File: src/rtl/delay_sample_accum_pkg.sv
// ============================================================================
// Module : delay_sample_accum_pkg
// Brief  : Shared FSM state encoding and default sizing for delay_sample_accum
// Rev    : 1.0
// ============================================================================
`default_nettype none

package delay_sample_accum_pkg;

    typedef enum logic [1:0] {
        S_IDLE     = 2'd0,
        S_COUNT    = 2'd1,
        S_CAPTURED = 2'd2,
        S_REPORT   = 2'd3
    } state_t;

    localparam int DEF_CNT_W   = 16;
    localparam int DEF_NS_LOG2 = 3;

endpackage

`default_nettype wire

File: src/rtl/min_max_sum.sv
// ============================================================================
// Module : min_max_sum
// Brief  : Running min/max/sum of committed samples; first sample seeds min/max
// Rev    : 1.0
// ============================================================================
`default_nettype none

module min_max_sum
    import delay_sample_accum_pkg::*;
#(
    parameter int CNT_W   = DEF_CNT_W,
    parameter int NS_LOG2 = DEF_NS_LOG2
) (
    input  logic                     clk,
    input  logic                     rst_n,
    input  logic                     commit,
    input  logic                     clear,
    input  logic                     first,
    input  logic [CNT_W-1:0]         sample,
    output logic [CNT_W-1:0]         next_min,
    output logic [CNT_W-1:0]         next_max,
    output logic [CNT_W+NS_LOG2-1:0] next_sum
);

    localparam int SUM_W = CNT_W + NS_LOG2;

    logic [CNT_W-1:0] r_min;
    logic [CNT_W-1:0] r_max;
    logic [SUM_W-1:0] r_sum;

    // Values the stats take if the current sample is committed this cycle.
    always_comb begin
        next_min = r_min;
        next_max = r_max;
        next_sum = r_sum;
        if (first) begin
            next_min = sample;
            next_max = sample;
            next_sum = SUM_W'(sample);
        end else begin
            if (sample < r_min) next_min = sample;
            if (sample > r_max) next_max = sample;
            next_sum = r_sum + SUM_W'(sample);
        end
    end

    always_ff @(posedge clk or negedge rst_n) begin
        if (!rst_n) begin
            r_min <= '1;
            r_max <= '0;
            r_sum <= '0;
        end else if (clear) begin
            r_min <= '1;
            r_max <= '0;
            r_sum <= '0;
        end else if (commit) begin
            r_min <= next_min;
            r_max <= next_max;
            r_sum <= next_sum;
        end
    end

endmodule

`default_nettype wire

File: src/rtl/delay_sample_accum.sv
// ============================================================================
// Module : delay_sample_accum
// Brief  : Measures path delay samples and reports min/max/avg every 2^NS_LOG2
// Rev    : 1.0
// ============================================================================
`default_nettype none

module delay_sample_accum
    import delay_sample_accum_pkg::*;
#(
    parameter int CNT_W   = DEF_CNT_W,
    parameter int NS_LOG2 = DEF_NS_LOG2
) (
    input  logic             clk,
    input  logic             rst_n,
    input  logic             pathInput,
    input  logic             ld_reg,
    input  logic             fin,
    output logic             res_valid,
    input  logic             res_ready,
    output logic [CNT_W-1:0] res_min,
    output logic [CNT_W-1:0] res_max,
    output logic [CNT_W-1:0] res_avg,
    output logic [1:0]       res_flags
);

    localparam int                 SUM_W     = CNT_W + NS_LOG2;
    localparam logic [CNT_W-1:0]   C_CNT_MAX = '1;
    localparam logic [NS_LOG2:0]   C_NS      = (NS_LOG2 + 1)'(2 ** NS_LOG2);

    state_t             r_state;
    logic [CNT_W-1:0]   r_cnt;
    logic [CNT_W-1:0]   r_sample;
    logic [NS_LOG2:0]   r_count;
    logic [1:0]         r_flags;

    logic [CNT_W-1:0]   w_cnt_inc;
    logic [NS_LOG2:0]   w_count_inc;
    logic               w_commit;
    logic               w_clear;
    logic               w_first;
    logic [CNT_W-1:0]   w_next_min;
    logic [CNT_W-1:0]   w_next_max;
    logic [SUM_W-1:0]   w_next_sum;
    logic [CNT_W-1:0]   w_next_avg;

    assign w_cnt_inc   = r_cnt + 1'b1;
    assign w_count_inc = r_count + 1'b1;
    assign w_commit    = (r_state == S_CAPTURED) && fin;
    assign w_clear     = (r_state == S_REPORT) && res_ready;
    assign w_first     = (r_count == '0);
    assign w_next_avg  = CNT_W'(w_next_sum >> NS_LOG2);

    min_max_sum #(
        .CNT_W   (CNT_W),
        .NS_LOG2 (NS_LOG2)
    ) u_min_max_sum (
        .clk      (clk),
        .rst_n    (rst_n),
        .commit   (w_commit),
        .clear    (w_clear),
        .first    (w_first),
        .sample   (r_sample),
        .next_min (w_next_min),
        .next_max (w_next_max),
        .next_sum (w_next_sum)
    );

    always_ff @(posedge clk or negedge rst_n) begin
        if (!rst_n) begin
            r_state   <= S_IDLE;
            r_cnt     <= '0;
            r_sample  <= '0;
            r_count   <= '0;
            r_flags   <= '0;
            res_valid <= 1'b0;
            res_min   <= '0;
            res_max   <= '0;
            res_avg   <= '0;
            res_flags <= '0;
        end else begin
            case (r_state)
                S_IDLE: begin
                    r_cnt <= '0;
                    if (pathInput) begin
                        r_cnt   <= CNT_W'(1);
                        r_state <= S_COUNT;
                    end
                end
                S_COUNT: begin
                    // A capture strobe wins over a simultaneous increment.
                    if (ld_reg) begin
                        r_sample <= r_cnt;
                        r_state  <= S_CAPTURED;
                    end else if (pathInput && (r_cnt != C_CNT_MAX)) begin
                        r_cnt <= w_cnt_inc;
                        if (w_cnt_inc == C_CNT_MAX) r_flags[0] <= 1'b1;
                    end
                end
                S_CAPTURED: begin
                    if (fin) begin
                        r_cnt   <= '0;
                        r_count <= w_count_inc;
                        if (w_count_inc == C_NS) begin
                            r_state   <= S_REPORT;
                            res_valid <= 1'b1;
                            res_min   <= w_next_min;
                            res_max   <= w_next_max;
                            res_avg   <= w_next_avg;
                            res_flags <= r_flags;
                        end else begin
                            r_state <= S_IDLE;
                        end
                    end else if (pathInput) begin
                        r_cnt   <= CNT_W'(1);
                        r_state <= S_COUNT;
                    end
                end
                S_REPORT: begin
                    if (res_ready) begin
                        r_state   <= S_IDLE;
                        r_count   <= '0;
                        r_flags   <= '0;
                        res_valid <= 1'b0;
                        res_min   <= '0;
                        res_max   <= '0;
                        res_avg   <= '0;
                        res_flags <= '0;
                    end else if (ld_reg) begin
                        r_flags[1]   <= 1'b1;
                        res_flags[1] <= 1'b1;
                    end
                end
                default: r_state <= S_IDLE;
            endcase
        end
    end

endmodule

`default_nettype wire

File: config.mk
export PLATFORM = sky130hd
export DESIGN_NAME = delay_sample_accum
export DESIGN_NICKNAME = d
export VERILOG_FILES = /design/src/rtl/delay_sample_accum_pkg.sv /design/src/rtl/min_max_sum.sv /design/src/rtl/delay_sample_accum.sv
export SDC_FILE = /design/constraint.sdc
export NUM_CORES = 1
export LEC_CHECK = 0
export CAP_MARGIN = 20
export CORE_UTILIZATION = 60
export DETAILED_ROUTE_END_ITERATION = 12
export PLACE_DENSITY_LB_ADDON = 0.3
export SLEW_MARGIN = 25
export SYNTH_ARGS = -nofsm -noshare
export SYNTH_HDL_FRONTEND = slang
export SYNTH_SLANG_ARGS = --single-unit
File: constraint.sdc
create_clock -name clk -period 8.1 [get_ports clk]
set_input_delay 1.62 -clock clk [delete_from_list [all_inputs] [get_ports clk]]
set_output_delay 1.62 -clock clk [all_outputs]
set_load 0.01 [all_outputs]
Run 1, cell placement:
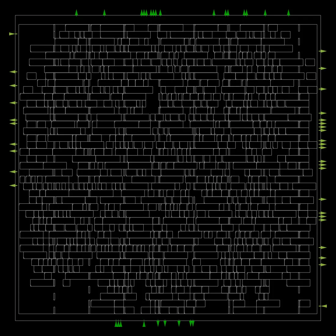
row count: 42
num sequential: 142

Run 1, wiring by layer:
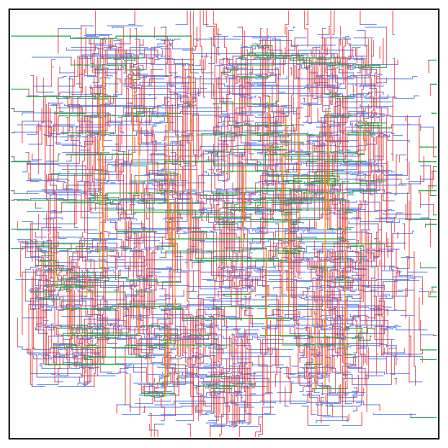
Key: M3 = green [wire length 2,100 um]; M1 = blue [wire length 9,140 um]; M4 = orange [wire length 724 um]; M2 = red [wire length 11,100 um]
drt wl/cell: 20.8 um
gr usage total: 33.5%
routed via count: 7,553

Run 1, met3 routing:
Bar = 20 um.
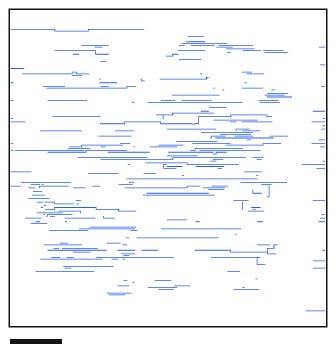
The longest straight run is 49.7 um. The layer holds 9.1% of the routed length. The wires run mostly horizontal. The layer carries 2,100 um of wire. 142 nets have wire on it.
final WL: 23,000 um
routing usage on met3: 7.83%

[run 1: state kept, by name, indices dropped and copies added (netlist names)]
register / cells
res_avg: 16
r_cnt: 16
res_valid: 1
r_state: 2
res_min: 16
res_flags: 2
r_sample: 16
u_min_max_sum.r_max: 16
u_min_max_sum.r_min: 16
u_min_max_sum.r_sum: 19
r_flags: 2
r_count: 4
res_max: 16
[run 1: report_power, final]
group          total [mW]  internal (mW)  switching [mW]  leakage [nW]
clock               0.831          0.514           0.317         0.303
sequential          0.893          0.810          0.0826          1.92
combinational       0.678          0.227           0.450          2.18
[run 1: tightest hold or removal path, delay by kind of cell (launching register included)]
kind,cells,cell delay [ns]
DFF,1,0.35
AOI/OAI and AO/OA,1,0.06
and+or+nand+nor,1,0.05
==> flow_summary_export.csv, run 1 <==
group,metric,value,unit
outcome,outcome,"finished clean",
critical_path,cp_top_family,"buffers and inverters",
layout,final_nets,981,
die,fp_util,62.7,%
layout,logic_gates,647,
drt,route.detailed.drc,0,
critical_path,cp-startpoint,"fin",
logic_synthesis,ys_seq_share,42.4,%
logic_synthesis,ys_sh_xor,1.76,%
critical_path,slowest_delay,0.59,ns
sta,max_slew_margin,39.6,%
clocking,cts_max_level,4,
layout,final_cells,1107,
critical_path,crit_fanout,28,
logic_synthesis,ys_types,69,
logic_synthesis,mux_share,3.31,%
critical_path,critPathSlowestCell,"clkdlybuf4s50_1",
placement,io_buffers,56,
clocking,cts.repair.resized,0,
grt,busiest_layer,"met2",
clocking,cts_sinks,142,
logic_synthesis,aoi_share,22.8,%
critical_path,rr_endpoint,"u_min_max_sum.r_max[10]",
layout,final_cell_mix,"dfrtp_1 (126), nand2_1 (92), nand3_1 (79), o21ai_0 (67), ha_1 (56)",
grt,met2_usage,54.8,%
grt,antenna_found_initial,0,
power_and_ir_drop,power.total,2.40,mW
critical_path,cp_cell_sequence,"clkdlybuf4s50_1, nand2_1, o22ai_1, nand2_1, buf_4, a221o_1",
Run 1, routed clock nets over the placement:
Bar = 20 um.
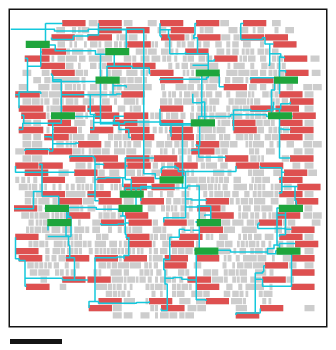

## Run 2: what changed since run 1
Settings changed: CORE_UTILIZATION 60 to 54.
Clock period 8.1 ns to 3.4 ns, I/O delays scaled along.
Run 2, routed clock nets over the placement:
Bar = 50 um.
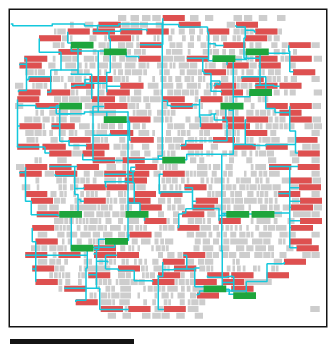
Key: clock-net drivers = green [count 17]; clock wires = cyan [length 1,850 um]; flip-flops = red [count 142]
There are 18 routed clock nets.

Run 2, cell placement:
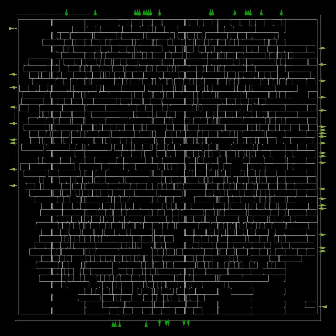
tap cell count: 188
Non-Filler Instances: 1,139
row count: 45

Run 2, met3 routing:
Bar = 50 um.
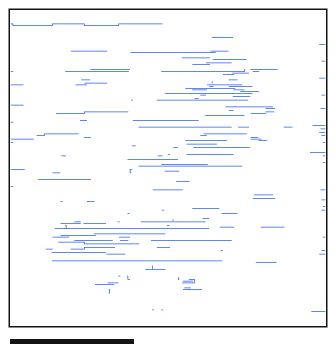
108 nets have wire on it. The wires run mostly horizontal. The layer holds 6.3% of the routed length. The longest straight run is 68.1 um. The layer carries 1,380 um of wire.
routed via count: 7,195
routing usage on met3: 4.94%
final WL: 22,000 um

==> run 2 against run 1 <==
Net effect:
- register-to-register slack got worse by 4.2 ns
- die size grew 11%
- wire length decreased by 4.4%
- global-route usage down 4.3 points
- utilization down 7.2 points
- non-clock buffer count up 21
- critical path depth increased by 3
- first-iteration DRC count fell by 10%
- worst hold slack got worse by 0.23 ns
- largest cell class unchanged
- largest power group unchanged
==> flow_summary_export.csv, run 2 <==
group,metric,value,unit
power_and_ir_drop,switching_power,1.94,mW
logic_synthesis,mux_share,3.31,%
sta,max_slew_margin,48.9,%
grt,grt_util_all_layers,29.2,%
critical_path,cp_cell_sequence,"ha_1, a21o_1, a21o_1, a21oi_1, nor2_1, o31ai_4, buf_4, nand3_1, o311ai_0",
logic_synthesis,ys_sh_xor,1.76,%
power_and_ir_drop,pwr-share-seq,37.0,%
grt,antenna_found_initial,1,
power_and_ir_drop,clock_power,1.90,mW
power_and_ir_drop,p_seq,2.09,mW
power_and_ir_drop,pwr-share-comb,29.4,%
outcome,outcome,"finished clean",
die,fp_util,55.5,%
drt,route.detailed.drc,0,
power_and_ir_drop,p_comb,1.66,mW
power_and_ir_drop,p_int,3.72,mW
clocking,cts_max_level,4,
layout,largest_reg_flops,19,
logic_synthesis,ys_types,69,
grt,met2_usage,44.2,%
layout,final_cell_mix,"dfrtp_1 (126), nand2_1 (91), nand3_1 (79), o21ai_0 (67), ha_1 (56)",
power_and_ir_drop,swShare,34.3,%
power_and_ir_drop,top_power_group,"registers",
critical_path,cp_top_family,"AND-OR/OR-AND gates",
## run 2: cell counts after synthesis
Identical to the previous run, type by type.
## run 2: final timing paths
kind	startpoint	end	depth (start not counted)
worst min register to register	res_valid	res_valid	2
min in group clk	res_valid	res_valid	2
max in group asynchronous	rst_n	u_min_max_sum.r_min[4]	2
worst max register to register	r_sample[5]	res_min[4]	9
worst min-delay path	rst_n	res_avg[3]	1
worst max-delay path	r_sample[5]	res_min[4]	9
## run 2: kinds of logic after synthesis
logic type | Yosys count
AND-OR/OR-AND | 273
XOR/XNOR | 17
adder cells (fa/ha/maj) | 57
buffers and inverters | 99
flip-flops | 142
multiplexers | 26
AND/OR/NAND/NOR | 274
Run 2, wiring by layer:
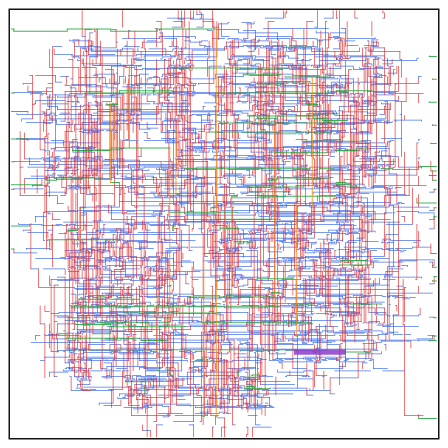

## Run 3: what changed since run 2
Clock period 3.4 ns to 2.6 ns, I/O delays scaled along.
Run 3, wiring by layer:
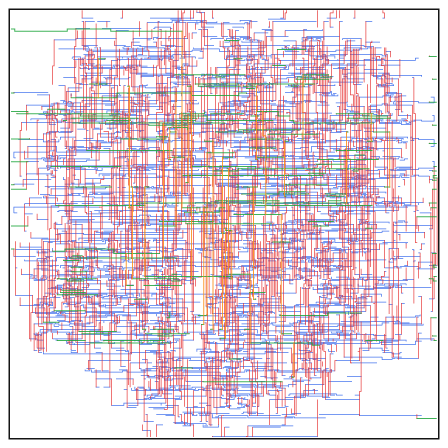
Key: M4 = orange [wire length 830 um]; M3 = green [wire length 1,590 um]; M1 = blue [wire length 10,300 um]; M2 = red [wire length 11,200 um]

Run 3, a small window of the routed layout:
Region (43, 18) to (83, 58) um. Cells in grey, sequential cells in the stronger grey; small squares are vias.
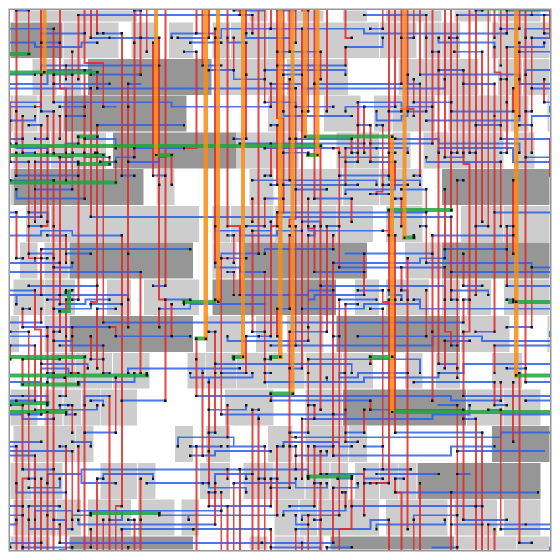
Key: M3 = green; M2 = red; M4 = orange; M1 = blue
Most frequent: nand2_1 (18), o21ai_0 (16), buf_4 (16). Netlist names of flops here include u_min_max_sum.r_sum (5), r_cnt (3), r_count (2). 130 logic cells have their middle in the window. Sequential cells in the window: 13.

Run 3, met3 routing:
Bar = 50 um.
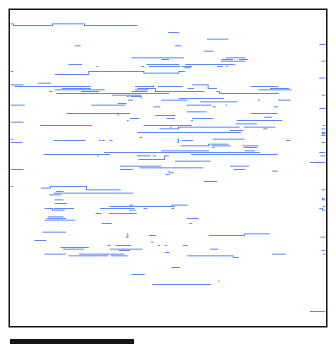
129 nets have wire on it. The wires run mostly horizontal.
final WL: 23,900 um
routed via count: 7,628
routing usage on met3: 5.44%

==> run 3 against run 2 <==
Net effect:
- synthesized cell count unchanged
- final area up 5.6%
- first-iteration DRC count rose by 3.3%
- sequential share of layout area is 1.8 points lower
- final cell count grew 4.7%
- sequential power is about 30% higher
- sequential cell count stayed put
- maximum frequency increased by 11%
- critical endpoint is now u_min_max_sum.r_min[10]
==> flow_summary_export.csv, run 3 <==
group,metric,value,unit
critical_path,cp-startpoint,"r_sample[9]",
sta,max_slew_margin,57.7,%
layout,largest_reg_flops,19,
critical_path,cp_cell_sequence,"buf_4, ha_1, a21o_1, a211oi_2, nand2_1, o31ai_4, buf_4, o21ai_4, o22a_1",
critical_path,r2r_start,"r_sample[9]",
die,num_rows,45,
die,fp_util,55.5,%
power_and_ir_drop,clock_power,2.77,mW
critical_path,rr_endpoint,"u_min_max_sum.r_min[10]",
critical_path,path_depth,9,
logic_synthesis,synth_warnings,0,
power_and_ir_drop,top_power_group,"clock",
clocking,cts_max_level,4,
power_and_ir_drop,p_comb,2.51,mW
power_and_ir_drop,pwr-share-seq,33.9,%
power_and_ir_drop,switching_power,2.70,mW
power_and_ir_drop,p_seq,2.71,mW
logic_synthesis,ys_types,69,
power_and_ir_drop,swShare,33.8,%
critical_path,crit_end,"u_min_max_sum.r_min[10]",
power_and_ir_drop,p_int,5.29,mW
layout,final_cells,1192,
grt,antenna_found_initial,0,
critical_path,worstRegToRegCells,9,
drt,route.detailed.drc,0,
outcome,outcome,"finished clean",
grt,met2_usage,49.6,%
critical_path,cp_top_family,"AND-OR/OR-AND gates",
## run 3: cell counts after synthesis
Identical to the previous run, type by type.
## run 3: logic make-up (layout without fill, tap and decap cells)
logic type | Yosys count | after routing | synth area share (%)
simple gates | 274 | 274 | 16.3
compound gates | 273 | 273 | 22.8
flops | 142 | 142 | 42.4
buf+inv | 99 | 215 | 4.88
fa+ha+maj | 57 | 57 | 8.54
mux | 26 | 26 | 3.31
xor+xnor | 17 | 17 | 1.76
## run 3: layout make-up
class / count / area [um2]
clock inverters: 11 / 213
well taps: 188 / 235
fillers: 1167 / 4820
inverters: 47 / 176
multi-input cells: 647 / 4530
flip-flops and latches: 142 / 3580
clock buffers: 21 / 450
repair buffers: 136 / 1190
Power is estimated from default activity; no workload was simulated.
